**src/rtl/xadc_sample_loader.sv**
```systemverilog
// Captures num_samples XADC conversions over DRP at a programmable period and
// writes the 12-bit codes to consecutive input-memory addresses from 0.
module xadc_sample_loader #(
  parameter int              ADDR_WIDTH       = 16,
  parameter int              DATA_WIDTH       = 32,
  parameter logic [6:0]      DRP_CHANNEL_ADDR = 7'h03,
  parameter int              DRDY_TIMEOUT     = 64
) (
  input  logic                  clk,
  input  logic                  rst,
  input  logic                  start,
  input  logic [ADDR_WIDTH-1:0] num_samples,
  input  logic [31:0]           sample_period,
  output logic                  busy,
  output logic                  done,
  output logic                  overrun,
  output logic                  timeout,
  output logic                  drp_den,
  output logic                  drp_dwe,
  output logic [6:0]            drp_daddr,
  output logic [15:0]           drp_di,
  input  logic [15:0]           drp_do,
  input  logic                  drp_drdy,
  output logic [ADDR_WIDTH-1:0] mem_addr,
  output logic [DATA_WIDTH-1:0] mem_din,
  output logic                  mem_wen
);

  localparam int WAIT_W = $clog2(DRDY_TIMEOUT + 1);

  localparam logic [2:0] S_IDLE      = 3'd0;
  localparam logic [2:0] S_WAIT_TICK = 3'd1;
  localparam logic [2:0] S_DRP_REQ   = 3'd2;
  localparam logic [2:0] S_DRP_WAIT  = 3'd3;
  localparam logic [2:0] S_WRITE     = 3'd4;
  localparam logic [2:0] S_FINISH    = 3'd5;

  logic [2:0]            state_q,   state_d;
  logic [ADDR_WIDTH-1:0] num_q,     num_d;
  logic [ADDR_WIDTH-1:0] index_q,   index_d;
  logic [ADDR_WIDTH-1:0] addr_q,    addr_d;
  logic [DATA_WIDTH-1:0] din_q,     din_d;
  logic [31:0]           period_q,  period_d;
  logic [31:0]           per_cnt_q, per_cnt_d;
  logic [WAIT_W-1:0]     wait_q,    wait_d;
  logic [6:0]            daddr_q,   daddr_d;
  logic                  overrun_q, overrun_d;
  logic                  timeout_q, timeout_d;

  logic                  in_run;
  logic                  tick;
  logic [ADDR_WIDTH-1:0] index_inc;
  logic                  unused_lsbs;

  assign in_run      = (state_q != S_IDLE) && (state_q != S_FINISH);
  assign tick        = in_run && (per_cnt_q == 32'd0);
  assign index_inc   = index_q + 1'b1;
  assign unused_lsbs = ^drp_do[3:0];

  always_comb begin
    // NOTE: every next-state signal gets a default here so no path can infer a latch.
    state_d   = state_q;
    num_d     = num_q;
    index_d   = index_q;
    addr_d    = addr_q;
    din_d     = din_q;
    period_d  = period_q;
    per_cnt_d = per_cnt_q;
    wait_d    = wait_q;
    daddr_d   = daddr_q;
    overrun_d = overrun_q;
    timeout_d = timeout_q;

    if (in_run) begin
      per_cnt_d = (per_cnt_q == 32'd0) ? period_q - 32'd1 : per_cnt_q - 32'd1;
    end

    // Ticks landing while a capture is in flight are dropped and flagged.
    if (tick && (state_q == S_DRP_REQ || state_q == S_DRP_WAIT || state_q == S_WRITE)) begin
      overrun_d = 1'b1;
    end

    case (state_q)
      S_IDLE: begin
        if (start) begin
          num_d     = num_samples;
          period_d  = (sample_period == 32'd0) ? 32'd1 : sample_period;
          index_d   = '0;
          overrun_d = 1'b0;
          timeout_d = 1'b0;
          per_cnt_d = 32'd0;
          state_d   = (num_samples == '0) ? S_FINISH : S_WAIT_TICK;
        end
      end
      S_WAIT_TICK: begin
        if (tick) begin
          daddr_d = DRP_CHANNEL_ADDR;
          state_d = S_DRP_REQ;
        end
      end
      S_DRP_REQ: begin
        wait_d  = '0;
        state_d = S_DRP_WAIT;
      end
      S_DRP_WAIT: begin
        if (drp_drdy) begin
          din_d   = DATA_WIDTH'(drp_do[15:4]);
          addr_d  = index_q;
          state_d = S_WRITE;
        end else if (wait_q == WAIT_W'(DRDY_TIMEOUT - 1)) begin
          din_d     = '0;
          addr_d    = index_q;
          timeout_d = 1'b1;
          state_d   = S_WRITE;
        end else begin
          wait_d = wait_q + 1'b1;
        end
      end
      S_WRITE: begin
        index_d = index_inc;
        state_d = (index_inc == num_q) ? S_FINISH : S_WAIT_TICK;
      end
      S_FINISH: state_d = S_IDLE;
      default:  state_d = S_IDLE;
    endcase
  end

  always_ff @(posedge clk) begin
    if (rst) begin
      state_q   <= S_IDLE;
      num_q     <= '0;
      index_q   <= '0;
      addr_q    <= '0;
      din_q     <= '0;
      period_q  <= 32'd1;
      per_cnt_q <= 32'd0;
      wait_q    <= '0;
      daddr_q   <= '0;
      overrun_q <= 1'b0;
      timeout_q <= 1'b0;
    end else begin
      state_q   <= state_d;
      num_q     <= num_d;
      index_q   <= index_d;
      addr_q    <= addr_d;
      din_q     <= din_d;
      period_q  <= period_d;
      per_cnt_q <= per_cnt_d;
      wait_q    <= wait_d;
      daddr_q   <= daddr_d;
      overrun_q <= overrun_d;
      timeout_q <= timeout_d;
    end
  end

  assign busy      = in_run;
  assign done      = (state_q == S_FINISH);
  assign drp_den   = (state_q == S_DRP_REQ);
  assign mem_wen   = (state_q == S_WRITE);
  assign drp_dwe   = 1'b0;
  assign drp_di    = 16'h0000;
  assign drp_daddr = daddr_q;
  assign mem_addr  = addr_q;
  assign mem_din   = din_q;
  assign overrun   = overrun_q;
  assign timeout   = timeout_q;

endmodule

```
**config.mk**
```make
export PLATFORM = sky130hd
export DESIGN_NAME = xadc_sample_loader
export DESIGN_NICKNAME = d
export VERILOG_FILES = /design/src/rtl/xadc_sample_loader.sv
export SDC_FILE = /design/constraint.sdc
export NUM_CORES = 1
export LEC_CHECK = 0
export CAP_MARGIN = 25
export CORE_ASPECT_RATIO = 0.75
export CORE_MARGIN = 4
export CORE_UTILIZATION = 57
export CTS_CLUSTER_SIZE = 40
export DETAILED_ROUTE_END_ITERATION = 6
export GPL_TIMING_DRIVEN = 0
export PLACE_DENSITY = 0.95
export SETUP_SLACK_MARGIN = 0.4
export SYNTH_ARGS = -nofsm -noshare
export SYNTH_HDL_FRONTEND = slang
export SYNTH_SLANG_ARGS = --single-unit
```
**constraint.sdc**
```tcl
create_clock -name clk -period 9.2 [get_ports clk]
set_input_delay 1.84 -clock clk [delete_from_list [all_inputs] [get_ports clk]]
set_output_delay 1.84 -clock clk [all_outputs]
set_load 0.05 [all_outputs]
```
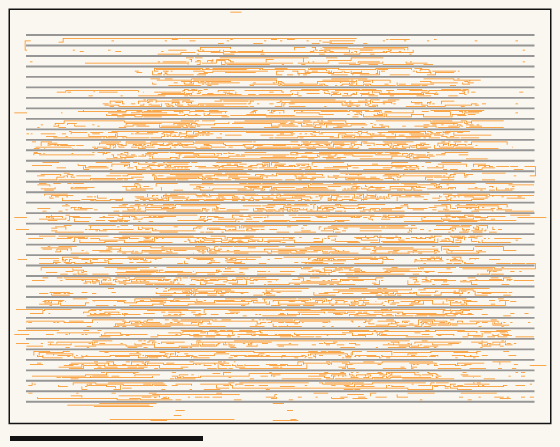
(run_1/m1.png)
The bar under the picture is 50 microns long. Supply wires on this layer in gray.
nets with wire on the layer	1110
longest straight run	76.1 microns
wire length on this layer	10400 microns
share of all routed wire	40%
main direction	horizontal

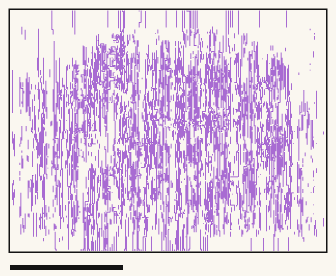
(run_1/m2.png)
The bar under the picture is 50 microns long.
nets with wire on the layer	990
wire length on this layer	10600 microns
longest straight run	56.3 microns
share of all routed wire	41%

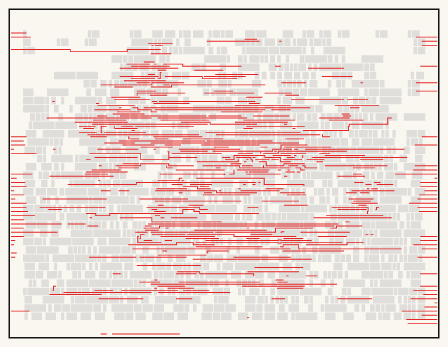
(run_1/m3.png)
Cells faint in the background.
share of all routed wire	16%
main direction	horizontal
nets with wire on the layer	271
wire length on this layer	4180 microns
Vias: 8379
WL final: 25.9 mm
routing usage on met3: 0.120

==> results.sh, run 1 <==
# physical design summary
export IMPL_outcome="complete, no violations"
export IMPL_grt_first_pass_wirelength_mm=40.4
export IMPL_cp_start_kind="register"
export IMPL_ys_types=64
export IMPL_crit_path_frequent_cell="buf_2"
export IMPL_grt_pass1_vias=7575
export IMPL_setup_tns_ns=0
export IMPL_drc=0
export IMPL_common_cells="169 x nand2_1, 137 x dfxtp_1, 107 x a21oi_1"
export IMPL_wl_met1_mm=10.4
export IMPL_reg2reg_slack_ns=4.13
export IMPL_muxShareOfSynthArea=0.0218
export IMPL_placed_area_sq_mm=0.00883
export IMPL_grtUsageTotal=0.338
export IMPL_final_nets=1220
export IMPL_htree_num_levels=4
export IMPL_critical_path_required_ns=9.55
export IMPL_antenna_diode_count=0
export IMPL_rr_worst_depth=16
export IMPL_adder_share=0.00503
export IMPL_via_per_inst=6.31
export IMPL_numCtsBuffers=17
export IMPL_setup_viol=0
export IMPL_fill_cells=949
export IMPL_min_from="mem_addr[0]$_SDFFE_PP0P_"
==> run 1: layout make-up <==
class | instances | area, sq um | area share
tap | 166 | 208 | 0.0221
clock buffer | 17 | 425 | 0.0452
clock inverter | 15 | 145 | 0.0154
inverter | 7 | 26.3 | 0.00279
buffer | 101 | 554 | 0.0589
multi-input combinational | 785 | 4300 | 0.457
timing repair buffer | 100 | 1000 | 0.106
sequential | 137 | 2740 | 0.292
==> run 1: stage by stage <==
step	setup WS [ns]	hold slack (ns)	instances
detailed placement	4.42	0.446	1296
global route	3.88	0.469	1328
finish	4.13	0.455	1328
floorplan	5.37	0.448	1030
global placement	4.44	0.442	1295
CTS	4.34	0.454	1328
--- run 2 (diff from run 1) ---
- CORE_UTILIZATION: 57 -> 47
- PLACE_DENSITY: 0.95 -> 0.85
- clock period: 9.2 -> 4.4 ns (I/O delays scaled with it)
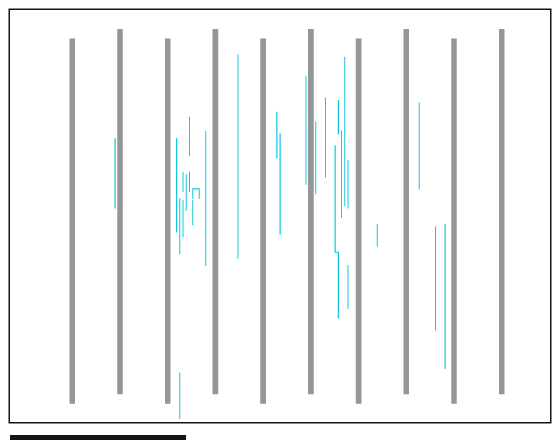
(run_2/m4.png)
The bar under the picture is 50 microns long. Supply wires on this layer in gray.
longest straight run	57.8 microns
wire length on this layer	594 microns
share of all routed wire	2.4%
main direction	vertical
nets with wire on the layer	22

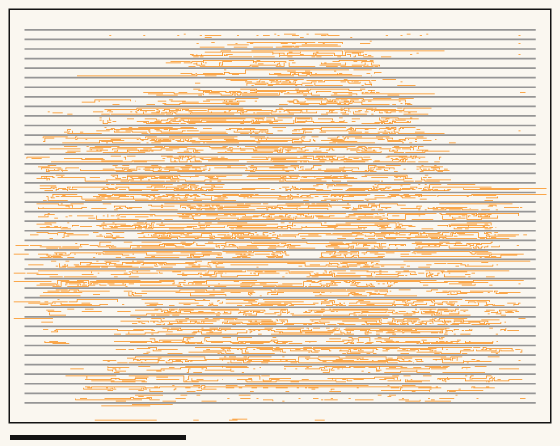
(run_2/m1.png)
The bar under the picture is 50 microns long. Supply wires on this layer in gray.
share of all routed wire	44%
wire length on this layer	11000 microns
main direction	horizontal
nets with wire on the layer	1124

==> run 2 against run 1 <==
Effect of this change:
- via count is 2.8% lower
- worst hold slack worse by 0.0018 ns
- sequential share of layout area is 0.31 points lower
- clock-buffer cell count is 1 higher
- synthesized cell count stayed put
- register-to-register slack worse by 3.6 ns
==> results.sh, run 2 <==
# physical design summary
export IMPL_outcome="complete, no violations"
export IMPL_final_nets=1228
export IMPL_grt_pass1_vias=7109
export IMPL_fill_cells=1342
export IMPL_pre_cts_slack_ns=-0.649
export IMPL_regArea_sq_mm=0.00277
export IMPL_adder_share=0.00503
export IMPL_ys_types=64
export IMPL_fin_ws_ns=0.493
export IMPL_dp_cells=1335
export IMPL_critical_path_required_ns=4.67
export IMPL_htree_num_levels=4
export IMPL_cp_start_kind="register"
export IMPL_rr_worst_depth=17
export IMPL_min_from="mem_addr[9]$_SDFFE_PP0P_"
export IMPL_drc=0
export IMPL_mi_logic_area_sq_mm=0.00436
export IMPL_antenna_diode_count=0
export IMPL_setup_tns_ns=0
export IMPL_numCtsBuffers=17
export IMPL_reg2reg_slack_ns=0.49
export IMPL_grt_first_pass_wirelength_mm=38.1
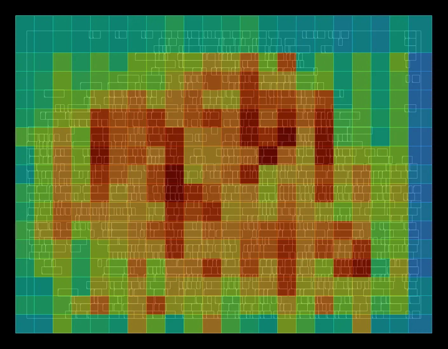
(run_2/congestion_map.png)
GR Layer Usage met1: 0.384
Post-Route Utilization: 0.622
global-route total usage across every layer: 0.265

==> run 2: cell type report <==
type / count / share of cell area
plain buffers: 101 / 0.0596
clock buffers: 18 / 0.0447
clock inverters: 13 / 0.0125
inverters: 7 / 0.00274
multi-input cells: 785 / 0.455
flip-flops and latches: 137 / 0.289
well taps: 205 / 0.0267
repair buffers: 108 / 0.110
==> run 2: per-layer routing <==
metal	global-route usage	share of wire
met1	0.384	0.44
met2	0.388	0.41
met3	0.0709	0.12
met4	0.0771	0.024
met5	0	0
--- run 3 (diff from run 2) ---
- CTS_CLUSTER_SIZE: 40 -> 14
- GPL_TIMING_DRIVEN: 0 -> not set
- SKIP_CTS_REPAIR_TIMING: not set -> 1
==> run 3 against run 2 <==
Effect of this change:
- clock skew about the same
- synthesized area stayed put
- clock-buffer cell count is 1 lower
- sequential share of layout area is 1.4 points higher
- utilization shrank 3.5 points
- highest routed layer is now met5
- register-to-register slack improved by 0.17 ns
- global-route usage shrank 2.7 points
- sequential cell count is the same
- synthesized cell count unchanged
==> results.sh, run 3 <==
# physical design summary
export IMPL_globalRouteMet2Util=0.360
export IMPL_hold_viol_final=0
export IMPL_ys_flop_type="dfxtp_1"
export IMPL_cp_start_kind="register"
export IMPL_antenna_diode_count=0
export IMPL_grt_pass1_vias=6895
export IMPL_crit_path_frequent_cell="or3_1"
export IMPL_dp_cells=1249
export IMPL_grt_first_pass_wirelength_mm=35.0
export IMPL_rr_worst_depth=12
export IMPL_htree_num_levels=4
export IMPL_ys_flops=137
export IMPL_wl_met3_mm=1.98
export IMPL_final_nets=1135
export IMPL_reg2reg_slack_ns=0.67
export IMPL_setup_tns_ns=0
export IMPL_gp_congestion=1.01
export IMPL_dr_wl_met2_mm=9.36
export IMPL_min_from="mem_addr[5]$_SDFFE_PP0P_"
export IMPL_ys_types=64
export IMPL_via_per_inst=5.93
export IMPL_path_class="register to register"
export IMPL_outcome="complete, no violations"
export IMPL_ys_chip_area_sq_mm=0.00747
export IMPL_muxShareOfSynthArea=0.0218
export IMPL_wl_met1_mm=9.55
export IMPL_clock_skew_ns=0.00954
export IMPL_grtUsageTotal=0.238
export IMPL_stdcell_count=1282
export IMPL_numCtsBuffers=17
export IMPL_dp_hpwl_mm=14.7
export IMPL_die_h_microns=117
export IMPL_adder_share=0.00503
export IMPL_highest_layer="met5"
export IMPL_drc=0
export IMPL_setup_viol=0
export IMPL_common_cells="169 x nand2_1, 137 x dfxtp_1, 107 x a21oi_1"
export IMPL_yosysWarnings=0
## run 3: area by class of cell
cell class | instances | area, sq um
repair buffers | 116 | 1140
fillers | 1404 | 6370
clock inverters | 15 | 144
inverters | 7 | 26.3
multi-input cells | 785 | 4320
well taps | 205 | 256
clock buffers | 17 | 425
flip-flops and latches | 137 | 2740
## run 3: stage by stage
step                      setup WS (ns)  utilization  cell area, sq um
final                             0.665        0.587              9050
after global routing              0.397        0.587              9050
after CTS                         0.550        0.585              9020
after detailed placement          0.583        0.548              8450
after global placement            0.682        0.548              8450
after floorplan                   0.570            -              7620
## run 3: worst max-delay path: cells and delay by family, from the launching register on
kind / cells / cell delay (ns)
simple gates: 8 / 2.09
compound gates: 2 / 0.61
flops: 1 / 0.42
mux: 1 / 0.31
fa+ha+maj: 1 / 0.24
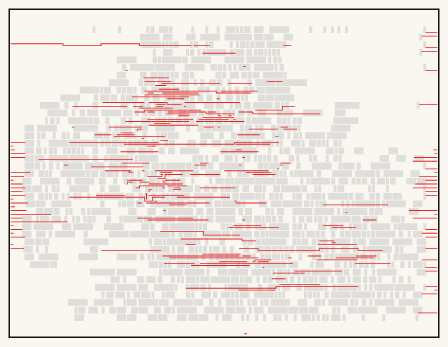
(run_3/m3.png)
Cells faint in the background.
Vias: 7597
WL final: 21.4 mm
routing usage on met3: 0.0603

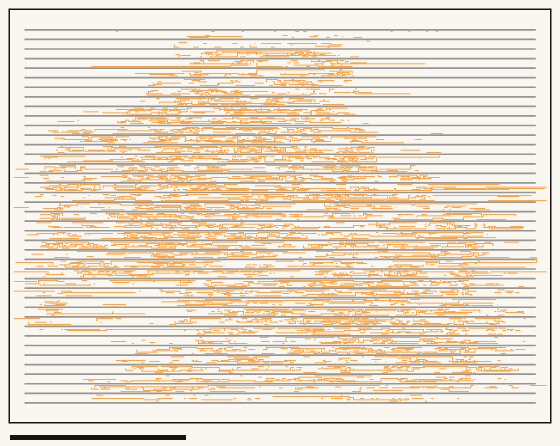
(run_3/m1.png)
The bar under the picture is 50 microns long. Supply wires on this layer in gray.
wire length on this layer	9550 microns
main direction	horizontal
GR Layer Usage met1: 0.333

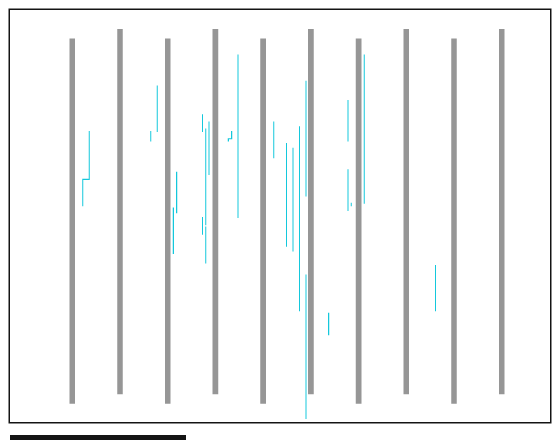
(run_3/m4.png)
The bar under the picture is 50 microns long. Supply wires on this layer in gray.
main direction	vertical
nets with wire on the layer	15

